**Selected gate families**

The bar under the picture is 20 um long.
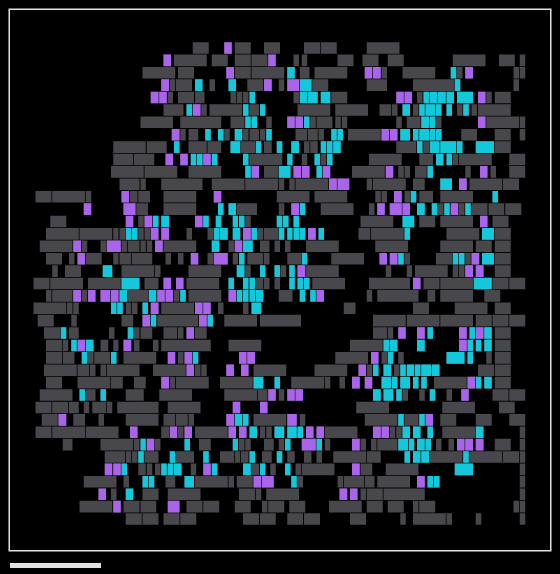
**Pin map**

Pins as bars across the die edge, other pins in grey.
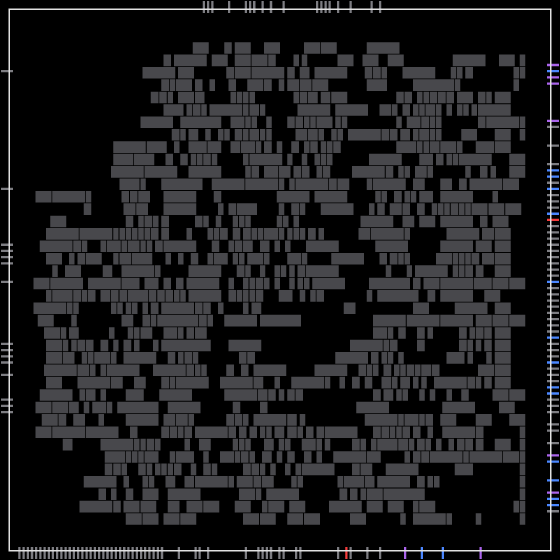
**Signal wires by layer**

Only two layers are drawn.
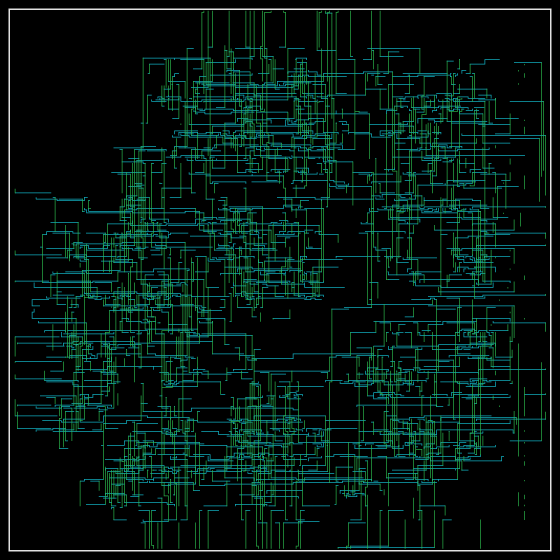
**Sequential cells grouped by signal name**

The bar under the picture is 20 um long.
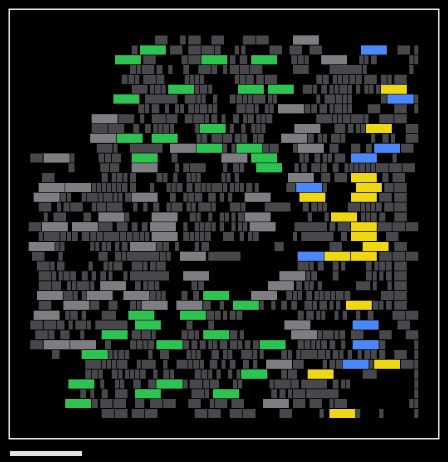
--- src/rtl/io_1ton_ck_pkg.sv ---
// Shared definitions for the one-to-N routing traffic harness: default
// channel widths, source FSM state encodings and the address-to-sink map.
package io_1ton_ck_pkg;

    localparam int NS_ADDRESS_SIZE = 8;
    localparam int NS_DATA_SIZE    = 8;

    typedef enum logic [1:0] {
        NS_IO_IDLE     = 2'd0,
        NS_IO_REQ      = 2'd1,
        NS_IO_WAIT_LOW = 2'd2,
        NS_IO_DONE     = 2'd3
    } io_src_state_e;

    // Target sink of an address: low bits of (addr - min_addr); num_snk is a power of two.
    function automatic logic [31:0] tgt_snk(input logic [31:0] addr,
                                            input logic [31:0] min_addr,
                                            input logic [31:0] num_snk);
        return (addr - min_addr) & (num_snk - 32'd1);
    endfunction

endpackage

--- src/rtl/io_1ton_ck_if.sv ---
// Channel bundle between the harness (master) and the network under test
// (slave): one source channel out, NUM_SNK packed sink channels back in.
interface io_1ton_ck_if #(
    parameter int NUM_SNK = 2,
    parameter int ASZ     = io_1ton_ck_pkg::NS_ADDRESS_SIZE,
    parameter int DSZ     = io_1ton_ck_pkg::NS_DATA_SIZE
);
    logic [ASZ-1:0]         o0_src;
    logic [ASZ-1:0]         o0_dst;
    logic [DSZ-1:0]         o0_dat;
    logic                   o0_req;
    logic                   o0_ack;
    logic [NUM_SNK-1:0]     i_req;
    logic [NUM_SNK*ASZ-1:0] i_src;
    logic [NUM_SNK*ASZ-1:0] i_dst;
    logic [NUM_SNK*DSZ-1:0] i_dat;
    logic [NUM_SNK-1:0]     i_ack;

    modport master (
        output o0_src, o0_dst, o0_dat, o0_req,
        input  o0_ack,
        input  i_req, i_src, i_dst, i_dat,
        output i_ack
    );

    modport slave (
        input  o0_src, o0_dst, o0_dat, o0_req,
        output o0_ack,
        output i_req, i_src, i_dst, i_dat,
        input  i_ack
    );
endinterface

--- src/rtl/io_snk_ck.sv ---
// Single sink checker: 4-phase acknowledge, routing/tag/sequence checks,
// saturating receive counter and first-error capture.
module io_snk_ck
    import io_1ton_ck_pkg::*;
#(
    parameter int NUM_SNK  = 2,
    parameter int MIN_ADDR = 0,
    parameter int ASZ      = NS_ADDRESS_SIZE,
    parameter int DSZ      = NS_DATA_SIZE,
    parameter int SEQ_SZ   = 4,
    parameter int SNK_IDX  = 0
) (
    input  logic           i_clk,
    input  logic           i_rst_n,
    input  logic           req,
    input  logic [ASZ-1:0] dst,
    input  logic [DSZ-1:0] dat,
    output logic           ack,
    output logic           err,
    output logic [15:0]    rcv_cnt,
    output logic [DSZ-1:0] fst_err_inp,
    output logic [DSZ-1:0] fst_err_dat
);
    localparam int SSZ = $clog2(NUM_SNK);

    logic              ack_r;
    logic              err_r;
    logic              valid_r;
    logic [SEQ_SZ-1:0] last_seq_r;
    logic [15:0]       cnt_r;
    logic [DSZ-1:0]    fst_inp_r;
    logic [DSZ-1:0]    fst_dat_r;

    logic              accept_s;
    logic              release_s;
    logic [SEQ_SZ-1:0] seq_s;
    logic [SSZ-1:0]    tag_s;
    logic [SSZ-1:0]    route_s;
    logic [SEQ_SZ-1:0] exp_seq_s;
    logic              err_now_s;
    logic [DSZ-1:0]    exp_dat_s;

    // Decode the offered message and evaluate all three checks against it.
    always_comb begin
        accept_s  = req & ~ack_r;
        release_s = ~req & ack_r;
        seq_s     = dat[SEQ_SZ-1:0];
        tag_s     = dat[SEQ_SZ +: SSZ];
        route_s   = SSZ'(tgt_snk(32'(dst), 32'(MIN_ADDR), 32'(NUM_SNK)));
        if (valid_r) begin
            exp_seq_s = last_seq_r + SEQ_SZ'(1);
        end else begin
            exp_seq_s = '0;
        end
        err_now_s = (route_s != SSZ'(SNK_IDX)) ||
                    (tag_s != SSZ'(SNK_IDX)) ||
                    (valid_r && (seq_s != exp_seq_s));
        exp_dat_s = '0;
        exp_dat_s[SEQ_SZ-1:0]   = exp_seq_s;
        exp_dat_s[SEQ_SZ +: SSZ] = SSZ'(SNK_IDX);
    end

    // Accept/release handshake and update of counters, sequence and error capture.
    always_ff @(posedge i_clk) begin
        if (!i_rst_n) begin
            ack_r      <= 1'b0;
            err_r      <= 1'b0;
            valid_r    <= 1'b0;
            last_seq_r <= '0;
            cnt_r      <= 16'd0;
            fst_inp_r  <= '0;
            fst_dat_r  <= '0;
        end else if (accept_s) begin
            ack_r      <= 1'b1;
            valid_r    <= 1'b1;
            last_seq_r <= seq_s;
            if (cnt_r != 16'hFFFF) begin
                cnt_r <= cnt_r + 16'd1;
            end
            if (err_now_s) begin
                err_r <= 1'b1;
                if (!err_r) begin
                    fst_inp_r <= dat;
                    fst_dat_r <= exp_dat_s;
                end
            end
        end else if (release_s) begin
            ack_r <= 1'b0;
        end
    end

    assign ack         = ack_r;
    assign err         = err_r;
    assign rcv_cnt     = cnt_r;
    assign fst_err_inp = fst_inp_r;
    assign fst_err_dat = fst_dat_r;

endmodule

--- src/rtl/io_1ton_ck.sv ---
// Self-checking one-source / N-sink traffic harness wrapped around a routing
// fabric: the source walks destination addresses stamping tag and per-sink
// sequence numbers, each sink checker validates what arrives.
module io_1ton_ck
    import io_1ton_ck_pkg::*;
#(
    parameter int NUM_SNK  = 2,
    parameter int MIN_ADDR = 0,
    parameter int MAX_ADDR = 3,
    parameter int ASZ      = NS_ADDRESS_SIZE,
    parameter int DSZ      = NS_DATA_SIZE,
    parameter int SEQ_SZ   = 4,
    parameter int NUM_MSGS = 0,
    parameter int TMO      = 255
) (
    input  logic                   i_clk,
    input  logic                   i_rst_n,
    io_1ton_ck_if.master           bus,
    output logic                   o_src_err,
    output logic [NUM_SNK-1:0]     o_snk_err,
    output logic [NUM_SNK*16-1:0]  o_rcv_cnt,
    output logic [NUM_SNK*DSZ-1:0] o_fst_err_inp,
    output logic [NUM_SNK*DSZ-1:0] o_fst_err_dat,
    output logic                   o_done
);
    localparam int SSZ     = $clog2(NUM_SNK);
    localparam int WDW     = $clog2(TMO + 1);
    localparam bit LIMITED = (NUM_MSGS != 0);

    io_src_state_e     state_r, state_nx_s;
    logic [ASZ-1:0]    dst_r, dst_nx_s;
    logic [DSZ-1:0]    dat_r, dat_nx_s;
    logic              req_r, req_nx_s;
    logic [SEQ_SZ-1:0] seq_r    [NUM_SNK];
    logic [SEQ_SZ-1:0] seq_nx_s [NUM_SNK];
    logic [31:0]       sent_r, sent_nx_s;
    logic [WDW-1:0]    wdog_r, wdog_nx_s;
    logic              src_err_r, src_err_nx_s;
    logic              done_r;

    logic [SSZ-1:0]    tgt_s;
    logic              limit_s;
    logic [DSZ-1:0]    msg_dat_s;
    logic [WDW-1:0]    wdog_inc_s;
    logic [ASZ-1:0]    dst_adv_s;
    logic [31:0]       sum_s;

    logic [NUM_SNK-1:0] ack_s;
    logic [NUM_SNK-1:0] snk_err_s;
    logic [15:0]        cnt_s [NUM_SNK];
    logic               unused_src_s;

    // Message being offered, next address and saturating watchdog increment.
    always_comb begin
        tgt_s     = SSZ'(tgt_snk(32'(dst_r), 32'(MIN_ADDR), 32'(NUM_SNK)));
        limit_s   = LIMITED && (sent_r >= 32'(NUM_MSGS));
        msg_dat_s = '0;
        msg_dat_s[SEQ_SZ-1:0]    = seq_r[tgt_s];
        msg_dat_s[SEQ_SZ +: SSZ] = tgt_s;
        if (wdog_r == WDW'(TMO)) begin
            wdog_inc_s = wdog_r;
        end else begin
            wdog_inc_s = wdog_r + WDW'(1);
        end
        if (dst_r == ASZ'(MAX_ADDR)) begin
            dst_adv_s = ASZ'(MIN_ADDR);
        end else begin
            dst_adv_s = dst_r + ASZ'(1);
        end
    end

    // Source FSM next state and datapath next values.
    always_comb begin
        state_nx_s   = state_r;
        dst_nx_s     = dst_r;
        dat_nx_s     = dat_r;
        req_nx_s     = req_r;
        seq_nx_s     = seq_r;
        sent_nx_s    = sent_r;
        wdog_nx_s    = wdog_r;
        src_err_nx_s = src_err_r;
        case (state_r)
            NS_IO_IDLE: begin
                if (!bus.o0_ack && !limit_s) begin
                    dat_nx_s   = msg_dat_s;
                    req_nx_s   = 1'b1;
                    wdog_nx_s  = '0;
                    state_nx_s = NS_IO_REQ;
                end else begin
                    state_nx_s = NS_IO_IDLE;
                end
            end
            NS_IO_REQ: begin
                if (bus.o0_ack) begin
                    seq_nx_s[tgt_s] = seq_r[tgt_s] + SEQ_SZ'(1);
                    dst_nx_s        = dst_adv_s;
                    sent_nx_s       = sent_r + 32'd1;
                    req_nx_s        = 1'b0;
                    wdog_nx_s       = '0;
                    state_nx_s      = NS_IO_WAIT_LOW;
                end else begin
                    wdog_nx_s = wdog_inc_s;
                    if (wdog_inc_s == WDW'(TMO)) begin
                        src_err_nx_s = 1'b1;
                    end else begin
                        src_err_nx_s = src_err_r;
                    end
                end
            end
            NS_IO_WAIT_LOW: begin
                if (!bus.o0_ack) begin
                    wdog_nx_s = '0;
                    if (LIMITED && (sent_r == 32'(NUM_MSGS))) begin
                        state_nx_s = NS_IO_DONE;
                    end else begin
                        state_nx_s = NS_IO_IDLE;
                    end
                end else begin
                    wdog_nx_s = wdog_inc_s;
                    if (wdog_inc_s == WDW'(TMO)) begin
                        src_err_nx_s = 1'b1;
                    end else begin
                        src_err_nx_s = src_err_r;
                    end
                end
            end
            NS_IO_DONE: begin
                state_nx_s = NS_IO_DONE;
            end
            default: begin
                state_nx_s = NS_IO_IDLE;
                req_nx_s   = 1'b0;
            end
        endcase
    end

    // Source FSM state register.
    always_ff @(posedge i_clk) begin
        if (!i_rst_n) begin
            state_r <= NS_IO_IDLE;
        end else begin
            state_r <= state_nx_s;
        end
    end

    // Source datapath registers: channel outputs, sequence table, counters, watchdog.
    always_ff @(posedge i_clk) begin
        if (!i_rst_n) begin
            dst_r     <= ASZ'(MIN_ADDR);
            dat_r     <= '0;
            req_r     <= 1'b0;
            sent_r    <= 32'd0;
            wdog_r    <= '0;
            src_err_r <= 1'b0;
            for (int k = 0; k < NUM_SNK; k++) begin
                seq_r[k] <= '0;
            end
        end else begin
            dst_r     <= dst_nx_s;
            dat_r     <= dat_nx_s;
            req_r     <= req_nx_s;
            sent_r    <= sent_nx_s;
            wdog_r    <= wdog_nx_s;
            src_err_r <= src_err_nx_s;
            seq_r     <= seq_nx_s;
        end
    end

    // Total messages accepted across all sinks.
    always_comb begin
        sum_s = 32'd0;
        for (int k = 0; k < NUM_SNK; k++) begin
            sum_s = sum_s + {16'd0, cnt_s[k]};
        end
    end

    // Completion flag: source finished and every message arrived somewhere.
    always_ff @(posedge i_clk) begin
        if (!i_rst_n) begin
            done_r <= 1'b0;
        end else begin
            done_r <= LIMITED && (state_r == NS_IO_DONE) && (sum_s == 32'(NUM_MSGS));
        end
    end

    for (genvar k = 0; k < NUM_SNK; k++) begin : g_snk
        io_snk_ck #(
            .NUM_SNK  (NUM_SNK),
            .MIN_ADDR (MIN_ADDR),
            .ASZ      (ASZ),
            .DSZ      (DSZ),
            .SEQ_SZ   (SEQ_SZ),
            .SNK_IDX  (k)
        ) u_snk (
            .i_clk       (i_clk),
            .i_rst_n     (i_rst_n),
            .req         (bus.i_req[k]),
            .dst         (bus.i_dst[k*ASZ +: ASZ]),
            .dat         (bus.i_dat[k*DSZ +: DSZ]),
            .ack         (ack_s[k]),
            .err         (snk_err_s[k]),
            .rcv_cnt     (cnt_s[k]),
            .fst_err_inp (o_fst_err_inp[k*DSZ +: DSZ]),
            .fst_err_dat (o_fst_err_dat[k*DSZ +: DSZ])
        );
        assign o_rcv_cnt[k*16 +: 16] = cnt_s[k];
    end

    // The sink source address is carried by the fabric but not checked.
    assign unused_src_s = ^bus.i_src;

    assign bus.o0_src = '0;
    assign bus.o0_dst = dst_r;
    assign bus.o0_dat = dat_r;
    assign bus.o0_req = req_r;
    assign bus.i_ack  = ack_s;
    assign o_src_err  = src_err_r;
    assign o_snk_err  = snk_err_s;
    assign o_done     = done_r;

endmodule
--- src/flat_wrapper.sv ---
// flat-port wrapper written by rule: the top's interface ports become plain ports
module io_1ton_ck_flat import io_1ton_ck_pkg::*;
#(
    parameter int NUM_SNK  = 2,
    parameter int MIN_ADDR = 0,
    parameter int MAX_ADDR = 3,
    parameter int ASZ      = NS_ADDRESS_SIZE,
    parameter int DSZ      = NS_DATA_SIZE,
    parameter int SEQ_SZ   = 4,
    parameter int NUM_MSGS = 0,
    parameter int TMO      = 255
)
  (i_clk, i_rst_n, o_src_err, o_snk_err, o_rcv_cnt, o_fst_err_inp, o_fst_err_dat, o_done, bus_o0_src, bus_o0_dst, bus_o0_dat, bus_o0_req, bus_o0_ack, bus_i_req, bus_i_src, bus_i_dst, bus_i_dat, bus_i_ack);
  io_1ton_ck_if #(.NUM_SNK(NUM_SNK), .ASZ(ASZ), .DSZ(DSZ)) bus_i ();
  input  logic i_clk;
  input  logic i_rst_n;
  output logic o_src_err;
  output logic [NUM_SNK-1:0] o_snk_err;
  output logic [NUM_SNK*16-1:0] o_rcv_cnt;
  output logic [NUM_SNK*DSZ-1:0] o_fst_err_inp;
  output logic [NUM_SNK*DSZ-1:0] o_fst_err_dat;
  output logic o_done;
  output wire logic [$bits(bus_i.o0_src)-1:0] bus_o0_src;
  output wire logic [$bits(bus_i.o0_dst)-1:0] bus_o0_dst;
  output wire logic [$bits(bus_i.o0_dat)-1:0] bus_o0_dat;
  output wire logic [$bits(bus_i.o0_req)-1:0] bus_o0_req;
  input wire logic [$bits(bus_i.o0_ack)-1:0] bus_o0_ack;
  input wire logic [$bits(bus_i.i_req)-1:0] bus_i_req;
  input wire logic [$bits(bus_i.i_src)-1:0] bus_i_src;
  input wire logic [$bits(bus_i.i_dst)-1:0] bus_i_dst;
  input wire logic [$bits(bus_i.i_dat)-1:0] bus_i_dat;
  output wire logic [$bits(bus_i.i_ack)-1:0] bus_i_ack;
  assign bus_o0_src = bus_i.o0_src;
  assign bus_o0_dst = bus_i.o0_dst;
  assign bus_o0_dat = bus_i.o0_dat;
  assign bus_o0_req = bus_i.o0_req;
  assign bus_i.o0_ack = bus_o0_ack;
  assign bus_i.i_req = bus_i_req;
  assign bus_i.i_src = bus_i_src;
  assign bus_i.i_dst = bus_i_dst;
  assign bus_i.i_dat = bus_i_dat;
  assign bus_i_ack = bus_i.i_ack;
  io_1ton_ck #(.NUM_SNK(NUM_SNK), .MIN_ADDR(MIN_ADDR), .MAX_ADDR(MAX_ADDR), .ASZ(ASZ), .DSZ(DSZ), .SEQ_SZ(SEQ_SZ), .NUM_MSGS(NUM_MSGS), .TMO(TMO)) u_core (.i_clk(i_clk), .i_rst_n(i_rst_n), .bus(bus_i), .o_src_err(o_src_err), .o_snk_err(o_snk_err), .o_rcv_cnt(o_rcv_cnt), .o_fst_err_inp(o_fst_err_inp), .o_fst_err_dat(o_fst_err_dat), .o_done(o_done));
endmodule
--- config.mk ---
export PLATFORM = sky130hd
export DESIGN_NAME = io_1ton_ck_flat
export DESIGN_NICKNAME = d
export VERILOG_FILES = /design/src/rtl/io_1ton_ck_pkg.sv /design/src/rtl/io_1ton_ck_if.sv /design/src/rtl/io_snk_ck.sv /design/src/rtl/io_1ton_ck.sv /design/src/flat_wrapper.sv
export SDC_FILE = /design/constraint.sdc
export NUM_CORES = 1
export LEC_CHECK = 0
export ABC_AREA = 1
export ABC_CLOCK_PERIOD_IN_PS = 2300
export CORE_MARGIN = 5
export CORE_UTILIZATION = 45
export DETAILED_ROUTE_END_ITERATION = 16
export PLACE_DENSITY_LB_ADDON = 0.2
export SYNTH_ARGS = -nofsm -noshare
export SYNTH_HDL_FRONTEND = slang
export SYNTH_SLANG_ARGS = --single-unit
--- constraint.sdc ---
create_clock -name i_clk -period 2.3 [get_ports i_clk]
set_clock_uncertainty 0.2 [all_clocks]
set_input_delay 0.46 -clock i_clk [delete_from_list [all_inputs] [get_ports i_clk]]
set_output_delay 0.46 -clock i_clk [all_outputs]
set_load 0.005 [all_outputs]
==> results.txt <==
Status: completed
Count of clock buffers in the final design: 9
TritonCTS clock tree: built
Top power group: registers
# Post-CTS Setup Buffers: 0
Hold Path Sink: u_core.g_snk[1].u_snk.fst_err_inp[4]$_SDFFE_PN0P_
Synthesized area: 0.005296 mm^2
Root buffer cell: clkbuf_16
Post-synth cell types: 42
Buffer share of cell area: 0.1704
FP Core Util: 0.4619
Reg clk slew, reported paths: 70 ps
Worst Setup End Kind: output port
Placed inst area: 0.006356 mm^2
Met3 Usage GRT: 0.03629
DRT iter0 DRCs: 229
Unrepaired setup endpoints after global routing: no
P&R area growth vs syn: 25.89%
Flops after synth: 104
CORE AREA: 0.01147 mm^2
Nature of the critical path startpoint: register
Crit path arrival time: 1420 ps
Worst Max-Slew Pin Slew: 512.9 ps
Number of I/O pins: 148
Pwr dens: 681.2 mW/mm^2
Tapcells: 143
Synth Seq Share: 0.3931
Maximum vdd drop: 0.4503 mV
Chip area: 0.01404 mm^2
Area contributors post-synth: dfxtp_1, nand2_1, a21oi_1
Tool warnings: 60
Pint: 3.233 mW
Combinational logic power: 0.899 mW
CTS H-tree depth: 3
Tot Pwr: 4.542 mW
PortBufs: 98
Share of layout cells above drive strength 1: 0.08185
Slew margin rel.: 0.6549
DRT Pass-1 Iters: 4
Max-Cap Viols: 0
Met1 usage: 0.2324
Design area: 0.006668 mm^2
WP buf/inv: 1
Max FFs per register: 32
CP peak stage delay: 570 ps
Ys Warns: 0
Vias/cell: 4.974
Minimum clock period: 2081 ps
Crit-path max FO: 9
Yosys stat chip area: 0.005296 mm^2
Cts bufs inserted: 9
CP startpoint: u_core.bus.o0_dst[0]$_SDFFE_PN0P_
Most common logic cells in the final layout: nand2_1, dfxtp_1, clkdlybuf4s50_1
Reg power frac: 0.449
Setup TNS: 0 ps
Largest net degree at the start of global routing: 28
Cells after DPL: 970
Stages on worst setup path: 1
Final Max Tran Viols: 0
Setup CP Type: reg -> out
Final setup violation count: 0
FF-to-FF path depth: 11
Final net count: 905
Flop2flop setup slack: 320 ps
Chip height: 118.5 um
Leading cell kind: combinational gates
Comb area: 0.002625 mm^2
Area leader, netlist: dfxtp_1
Mapped Cells: 740
Met1 wire length: 5865 um
Logic pwr share: 0.198
Rows: 39
Hold WC Path Type: reg -> reg
Critical R2R Launch: u_core.g_snk[0].u_snk.rcv_cnt[0]$_SDFFE_PN0P_
Signal buffers: 116
Min-delay src: u_core.g_snk[1].u_snk.fst_err_inp[4]$_SDFFE_PN0P_
Final clock-cell share: 0.04673
Worst Hold Path Cells: 2
Filler Cells Inserted: 1,062
Delay-heaviest family, CP: buffers and inverters
Sw Pwr: 1.309 mW
Clock Path Buffers: 2
Grt peak-use layer: met2
Sw frac: 0.2882
WL met3: 597 um
Fin Hold WS: 253.9 ps
DRC errors left: 0
Global Route met2 Usage: 0.2827
Slowest stage cell on the critical path: clkdlybuf4s50_1
CTS sink cnt: 104
Clock latency reported for the late side of the worst-skew pair: 350 ps
Ys cells: 740
Worst EP required: 1640 ps
Diode count: 0
Post-CTS sizing: 0
Worst Setup EP: bus_o0_dst[0]
Hold_buf cts: 0
Clk pwr share: 0.353
Inverters: 89
Logic Gate Count: 518
Initial antenna violation count: 0
Leakage: 2.723 nW
HPWL after DPL: 9112 um
Post-place setup slack: 22.82 ps
Flop count: 104
Met2 wire len: 5529 um
GP Congestion: 0.8368
Syn_area_per_cell: 7.157 um^2
Final ANT Viol Nets: 0
Fin crit share: 0.9047
CP Cell Sequence: clkdlybuf4s50_1
Top cell area share: 0.3931
Final hold vios: 0
Number of global-route vias before repair: 4,670
Die X: 118.5 um
Clock network power: 1.60 mW
RR Endpoint: u_core.g_snk[0].u_snk.rcv_cnt[10]$_SDFFE_PN0P_
Setup WS post-layout: 219.1 ps
Grt ovf: 0
Max layer used: met4
First-pass GRT wire length: 21,200 um
Fmax: 0.4806 GHz
About 'selected gate families':
legend:
  purple:
    family: aoi and oai cells
    cells: 139
    most_used: a21oi_1
    where: widely spread
  cyan:
    family: nand cells
    cells: 222
    most_used: nand2_1
final std cells w/o fill: 986
Comb area share: 0.3937
Commonest Layout Cell: nand2_1

About 'pin map':
legend:
  purple:
    port: bus_o0_src
    pins: 8
    direction: output
    edge: 6 right, 2 bottom
  blue:
    port: o_fst_err_dat
    pins: 16
    direction: output
    edge: 14 right, 2 bottom
  red:
    port: o_snk_err
    pins: 2
    direction: output
    edge: 1 bottom, 1 right
all pins by edge: 58 right, 57 bottom, 18 top, 15 left

About 'signal wires by layer':
legend:
  cyan:
    layer: M1
    wire_length: 5,870 um
  green:
    layer: M2
    wire_length: 5,530 um
routed wire length: 12,190 um
gr usage total: 0.1754
Via Count: 4,904
routed wire length per instance: 12.36 um

About 'sequential cells grouped by signal name':
legend:
  blue:
    netlist_name: u_core.g_snk.u_snk.fst_err_dat
    placed_flops: 9
  green:
    netlist_name: u_core.g_snk.u_snk.rcv_cnt
    placed_flops: 32
  yellow:
    netlist_name: u_core.g_snk.u_snk.fst_err_inp
    placed_flops: 16
not coloured: 47
fin util: 0.5815
flop share of the area: 0.3123
FF/Latch Area: 0.002082 mm^2
sequential group power: 2.04 mW

-- cells by family after synthesis --
logic type	share of synthesized area
buffers and inverters	0.1240
other	0.0007080
adders and majority gates	0.03307
and+or+nand+nor	0.2877
DFF	0.3931
xor gates and xnor gates	0.02315
AOI/OAI and AO/OA	0.1382
-- cells in the mapped netlist (all sizes together) --
cell	instances
xnor2	5
o21a	1
and3	4
inv	88
and2	1
nand2	158
xor2	9
clkbuf	12
nor2	79
nor3b	4
a31oi	2
nand4	11
a21oi	80
ha	14
nor4	5
dfxtp	104
nand3b	7
a2bb2oi	1
or2	1
nand3	46
buf	35
o31ai	1
o21ai	49
nor3	15
o221ai	1
o21bai	3
clkinv	1
conb	1
a211oi	2
Power and IR drop assume default switching activity.
